Design dbg_trace_gen, sky130hd; sources not shown.
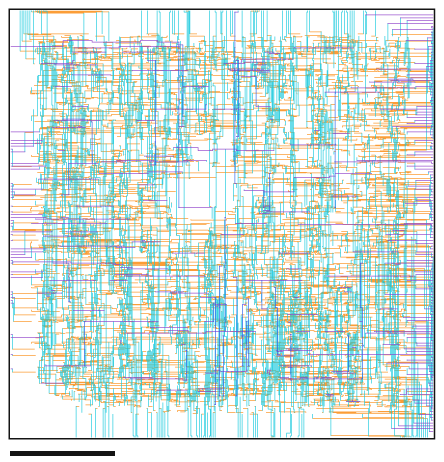
run_1/wires.png
Scale bar: 50 um.
| layer | color | wire length |
|---|---|---|
| metal 4 | blue | 956 um |
| metal 3 | purple | 3,640 um |
| metal 2 | cyan | 25.3 mm |
| metal 1 | orange | 21.4 mm |
wire length after detailed routing: 51,300 um
via count: 14,065

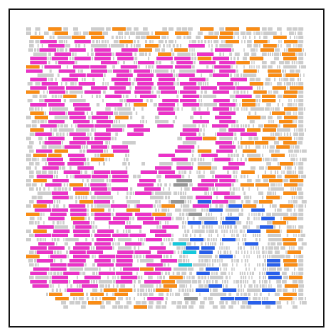
run_1/flops_by_reg.png
| signal | color | sequential cells |
|---|---|---|
| dbg_o | orange | 137 |
| cnt | cyan | 3 |
| mem | magenta | 288 |
| rec_cnt | blue | 32 |
not colored: 5
Seq. pwr: 2330 uW
sequential portion of the cell area: 0.539
register area: 0.0131 mm2
final core occ: 0.732

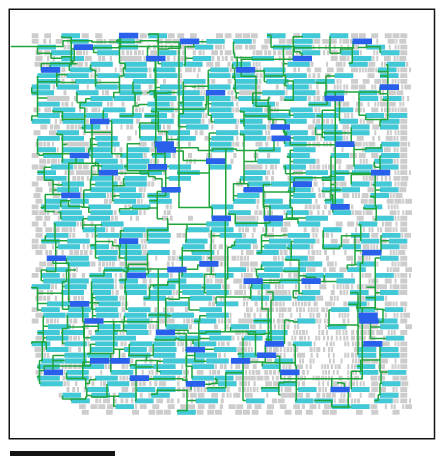
run_1/clk_routes.png
Scale bar: 50 um.
[clock drivers] blue | count: 54
[flip-flops] cyan | count: 465
[clock wires] green | length: 5,160 um
flops lie: widely spread
Clk power: 1930 uW
Layout Skew: 28.3 ps
Latency at later pin: 580 ps
clock network fraction of total power: 0.318

==> results.cfg, run 1 <==
; yosys + openroad results
[global_route]
grt.busiest_layer = met2
grt_pass1_vias = 14143
globalRouteMet2Util = 0.406
grt_pass1_wl_um = 79500
gr-usage-met3 = 0.0504
grt_usage = 0.243
use_met1 = 0.313
grt_max_degree = 111
grt-ovfl-total = 0

[power]
power_frac_seq = 0.384
p_sw_uw = 2060
leakage_uw = 0.00930
ir_drop_v = 0.000168
pwr-share-comb = 0.298
pg_comb_uw = 1800
sw_frac_of_total = 0.340
p_int_uw = 4000
power_density_mw_per_mm2 = 250
power_leader = sequential cells

[drt]
drt.antenna.violating_nets = 0
first_pass_iters = 6
drc = 0
wl_per_cell_um = 20.4
dr_wl_met3_um = 3640
wl_met2_um = 25300
routed.top_layer = met4
vias_per_cell = 5.58
drt_iter0_drc = 1119
drt-met1-wl_um = 21400

[final_timing]
setup_viol = 0
hold_violations = 0
period_needed_ps = 5280
fmax_ghz = 0.189
rsz0062_at_grt = no
tns_ps = 0
slew_headroom = 0.310
fin_ws_ps = 5720
worst_slew_pin_slew_ps = 1040
period_used_share = 0.480
slew_viol_final = 0

[logic_synthesis]
avgSynthCellArea_um2 = 10.9
synth_warnings = 0
synth_flops = 465
edf_count = 288
ys_seq_share = 0.691
synthArstFlopShare = 0.381
yosysChipArea_mm2 = 0.0189
fp_nets = 1884
syn-cell-area_mm2 = 0.0189
synth.distinct_cells = 37
yosys_most_used_dff = edfxtp_1
syn-instance-count = 1737
ys_cells = 1737

[worst_setup_path]
startpoint_type = primary input
reg2regPathDepth = 9
crit_arrival_ps = 3630
crit_type = primary input to output pin
worstSetupEndpointType = output pin
crit_required_ps = 9350
crit_path_max_fanout = 34

[status]
status = completed

[clocking]
cts_max_path_buffers = 3
cts_tree = done
root_buffer = clkbuf_16
cts.sinks = 465
cts_max_level = 2
clk_pin_slew_worst_paths_ps = 50
cts_inserted_buffers = 54

[floorplan]
fp_util = 0.571
core-area_mm2 = 0.0331
rows = 67
die_area_mm2 = 0.0412
die.size.x_um = 202
die_y_um = 204
ios = 312

[flow_run]
warning_count = 31
drv_cap = 0

[placed_design]
post-dp-hpwl_um = 31400
port_buffers = 311
dp_slack_ps = 5730
placed_area_mm2 = 0.0222
place_congestion = 0.898

[worst_hold_path]
whs_path_depth = 2
hold_class = register to register

[finish]
areaGrowthSynthToFinish_pct = 28.3
final_cell_mix = nand2_1, clkdlybuf4s50_1, edfxtp_1
design_area_mm2 = 0.0243
final_nets = 2170
drive_gt1_frac = 0.0735
largest_reg_flops = 288
## run 1: metrics by stage
step	power, uW	hold slack, ps	utilization	std cells
2_1_floorplan	3400	524	-	1737
3_3_place_gp	4120	460	0.670	2412
3_5_place_dp	4160	464	0.671	2413
4_1_cts	6110	480	0.731	2515
5_1_grt	6330	490	0.732	2519
6_report	6060	475	0.732	2519
## run 1: worst max-delay path, stage by stage
cell and delay (ps):
clkdlybuf4s50_1 450, buf_4 350, inv_1 170, nor4_1 270, clkdlybuf4s50_1 740
## run 1: layout make-up
cell class / instances / area [um2]
Antenna cell: 2 / 5.00
Clock buffer: 68 / 1480
Clock inverter: 34 / 494
Fill cell: 2249 / 8860
Inverter: 51 / 204
Multi-Input combinational cell: 1122 / 5120
Sequential cell: 465 / 13100
Tap cell: 448 / 561
Timing Repair Buffer: 329 / 3310
## run 1: logic make-up (layout without fill, tap and decap cells)
kind of cell | count (synthesis) | count (layout) | share of synthesized area
xor+xnor | 4 | 4 | 0.00185
flops | 465 | 465 | 0.691
compound gates | 400 | 400 | 0.114
simple gates | 712 | 712 | 0.149
fa+ha+maj | 6 | 6 | 0.00437
other cells | 0 | 2 | 0
buf+inv | 150 | 482 | 0.0397
## run 1: synthesized netlist by cell type, types with 3 or more instances
master	n	area (um2)
o21ai_1	56	280
a21oi_1	28	140
nor2_2	6	37.5
o22ai_1	73	457
inv_2	6	22.5
nand4_1	12	75.1
xor2_1	3	26.3
clkbuf_1	33	124
buf_4	10	75.1
nor2_4	4	45.0
inv_1	45	169
o21ai_0	227	1140
o21ai_2	10	87.6
nor2_1	274	1030
ha_1	5	62.6
dfrtp_1	177	4430
buf_6	13	146
clkbuf_2	5	25.0
nand3_1	23	115
nand2_1	380	1430
nand2_2	5	31.3
edfxtp_1	288	8650
buf_2	37	185
run_1/io_placement.png
Pins as bars across the die edge, other pins in gray.
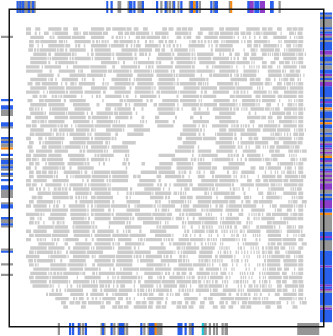

==> inputs of run 2 (changes only) <==
- ABC_CLOCK_PERIOD_IN_PS: 11000 -> 5200
- CORE_AREA: 10 10 192 194 -> 10 10 200 202
- DIE_AREA: 0 0 202 204 -> 0 0 210 212
- clock period: 11 -> 5.2 ns (I/O delays scaled with it)
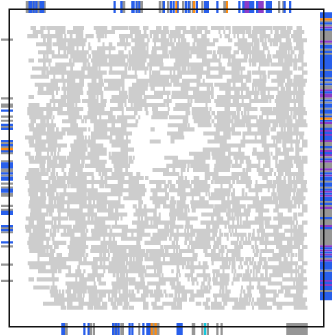
run_2/io_placement.png
Pins as bars across the die edge, other pins in gray.
| port | color | pins | direction | edge |
|---|---|---|---|---|
| dbg_o | blue | 137 | output | 65 east, 36 north, 19 west, 17 south |
| trace_en | cyan | 1 | input | south |
| ret_inst | orange | 8 | input | 3 north, 2 east, 2 south, 1 west |
| stk_tos | purple | 32 | input | 24 east, 8 north |
all pins by edge: 142 east, 70 north, 55 south, 45 west
I/O Buffers: 311
Die W: 210 um
Chip Height: 212 um

==> run 2 against run 1 <==
Effect of this change:
- register-to-register slack got worse by 5400 ps
- non-clock buffer count up 4
- total power up 120%
- utilization shrank 4.8 points
==> results.cfg, run 2 <==
; yosys + openroad results
[finish]
largest_reg_flops = 288
comb_area_mm2 = 0.00512
diodes = 0
final_core_util = 0.684
final_nets = 2187
drive_gt1_frac = 0.0864
register_area_mm2 = 0.0131

[drt]
vias_per_cell = 5.52
vias = 14146
drt_iter0_drc = 1345
drt.antenna.violating_nets = 0
drc = 0
totalWireLength_um = 51800
wl_per_cell_um = 20.2
first_pass_iters = 5

[power]
ir_drop_v = 0.000403
leakage_uw = 0.00948

[final_timing]
slew_viol_final = 0
fin_ws_ps = 1550
worst_slew_pin_slew_ps = 933
hold_violations = 0
fmax_ghz = 0.274
tns_ps = 0
slew_headroom = 0.378
rsz0062_at_grt = no
hold_ws_ps = 475
setup_viol = 0
period_needed_ps = 3650
period_used_share = 0.702

[global_route]
grt_usage = 0.230
grt_pass1_vias = 14188
grt-ovfl-total = 0
grt_pass1_wl_um = 81200

[logic_synthesis]
edf_count = 288
syn-cell-area_mm2 = 0.0189
avgSynthCellArea_um2 = 10.9
synth.distinct_cells = 37
top_cell = nand2_1
ys_cells = 1737
synth_top_cell_by_area = edfxtp_1
synthTopCellsByArea = edfxtp_1, dfrtp_1, nand2_1
synth_warnings = 0
yosysChipArea_mm2 = 0.0189
yosys_most_used_dff = edfxtp_1
top_cell_area_share = 0.457
fp_nets = 1884
top_cells_by_count = nand2_1, edfxtp_1, nor2_1, o21ai_0, dfrtp_1
ys_seq_share = 0.691
syn-instance-count = 1737
synthArstFlopShare = 0.381
synth_flops = 465

[worst_hold_path]
hold_class = register to register
whs_path_depth = 2

[worst_setup_path]
reg2regPathDepth = 7
crit_arrival_ps = 2870
crit_type = primary input to output pin
crit_path_max_fanout = 34
crit_required_ps = 4420
startpoint_type = primary input

[clocking]
cts_tree = done
cts_max_path_buffers = 3
insertion_delay_ps = 580
root_buffer = clkbuf_16
cts_max_level = 3

[floorplan]
rows = 70
ios = 312
die_area_mm2 = 0.0445
core-area_mm2 = 0.0361

[flow_run]
drv_cap = 0
warning_count = 31

[placed_design]
place_congestion = 0.874
dp_slack_ps = 1380

[status]
status = completed
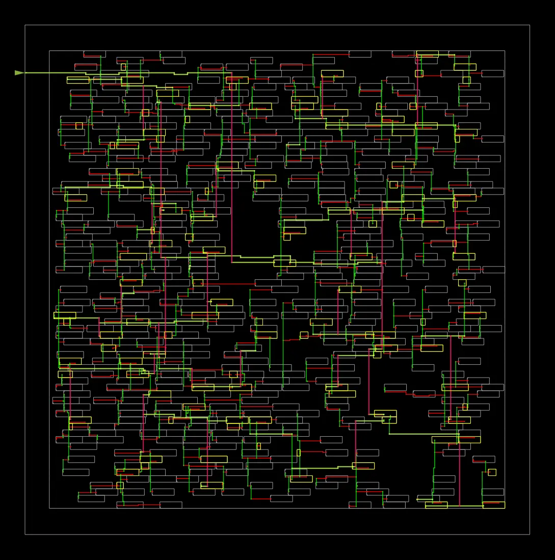
run_2/clocks.png
Sink Count: 465
clock buffer count: 75
clock buffer count from CTS: 67
registers: 465
Layout Skew: 24.3 ps

-- run 2: cell types whose count changed in the layout (fill, tap and decap cells not counted), sizes merged --
cell and change:
bufinv -1, clkinv +11, clkinvlp +7, diode -2
clkbuf +7, inv -3, buf +4
-- run 2: report_power, final --
part	internal [uW]	leakage [uW]	switching (uW)	total (uW)
Combinational	1370	0.00354	2420	3790
Clock	2940	0.00113	1740	4680
Sequential	4550	0.00481	397	4950
Total	8860	0.00948	4550	13400
-- run 2: worst max-delay path: stages --
cell and delay (ps):
clkdlybuf4s50_1 460, buf_4 340, inv_1 190, nor4_1 350
clkdlybuf4s50_1 740
-- run 2: through the flow --
step,instances,area (um2),power [uW]
5_1_grt,2562,24700,14000
6_report,2562,24700,13400
4_1_cts,2562,24700,13500
2_1_floorplan,1737,18900,7190
3_5_place_dp,2439,22300,8820
3_3_place_gp,2438,22300,8740
-- run 2: area by class of cell --
cell class              instances  share of cell area
repair buffers                333               0.136
clock buffers                  75              0.0712
multi-input cells            1122               0.207
inverters                      51             0.00811
clock inverters                48              0.0242
well taps                     468              0.0237
flip-flops and latches        465               0.530
-- run 2: logic make-up after synthesis --
group	after synthesis	share of synthesized area
DFF	465	0.691
and+or+nand+nor	712	0.149
buffers and inverters	150	0.0397
adders and majority gates	6	0.00437
xor gates and xnor gates	4	0.00185
AOI/OAI and AO/OA	400	0.114
-- run 2: routing by layer --
layer / wire length [um] / GRT usage / share of wire / up-vias
li1: - / - / - / 6601
met1: 21900 / 0.300 / 0.42 / 6935
met2: 25000 / 0.379 / 0.48 / 533
met3: 3950 / 0.0546 / 0.076 / 75
met4: 882 / 0.0650 / 0.017 / 2
met5: 20 / 0 / 0.00039 / -
Power figures rest on the tool's default switching activity, not on a simulated workload.
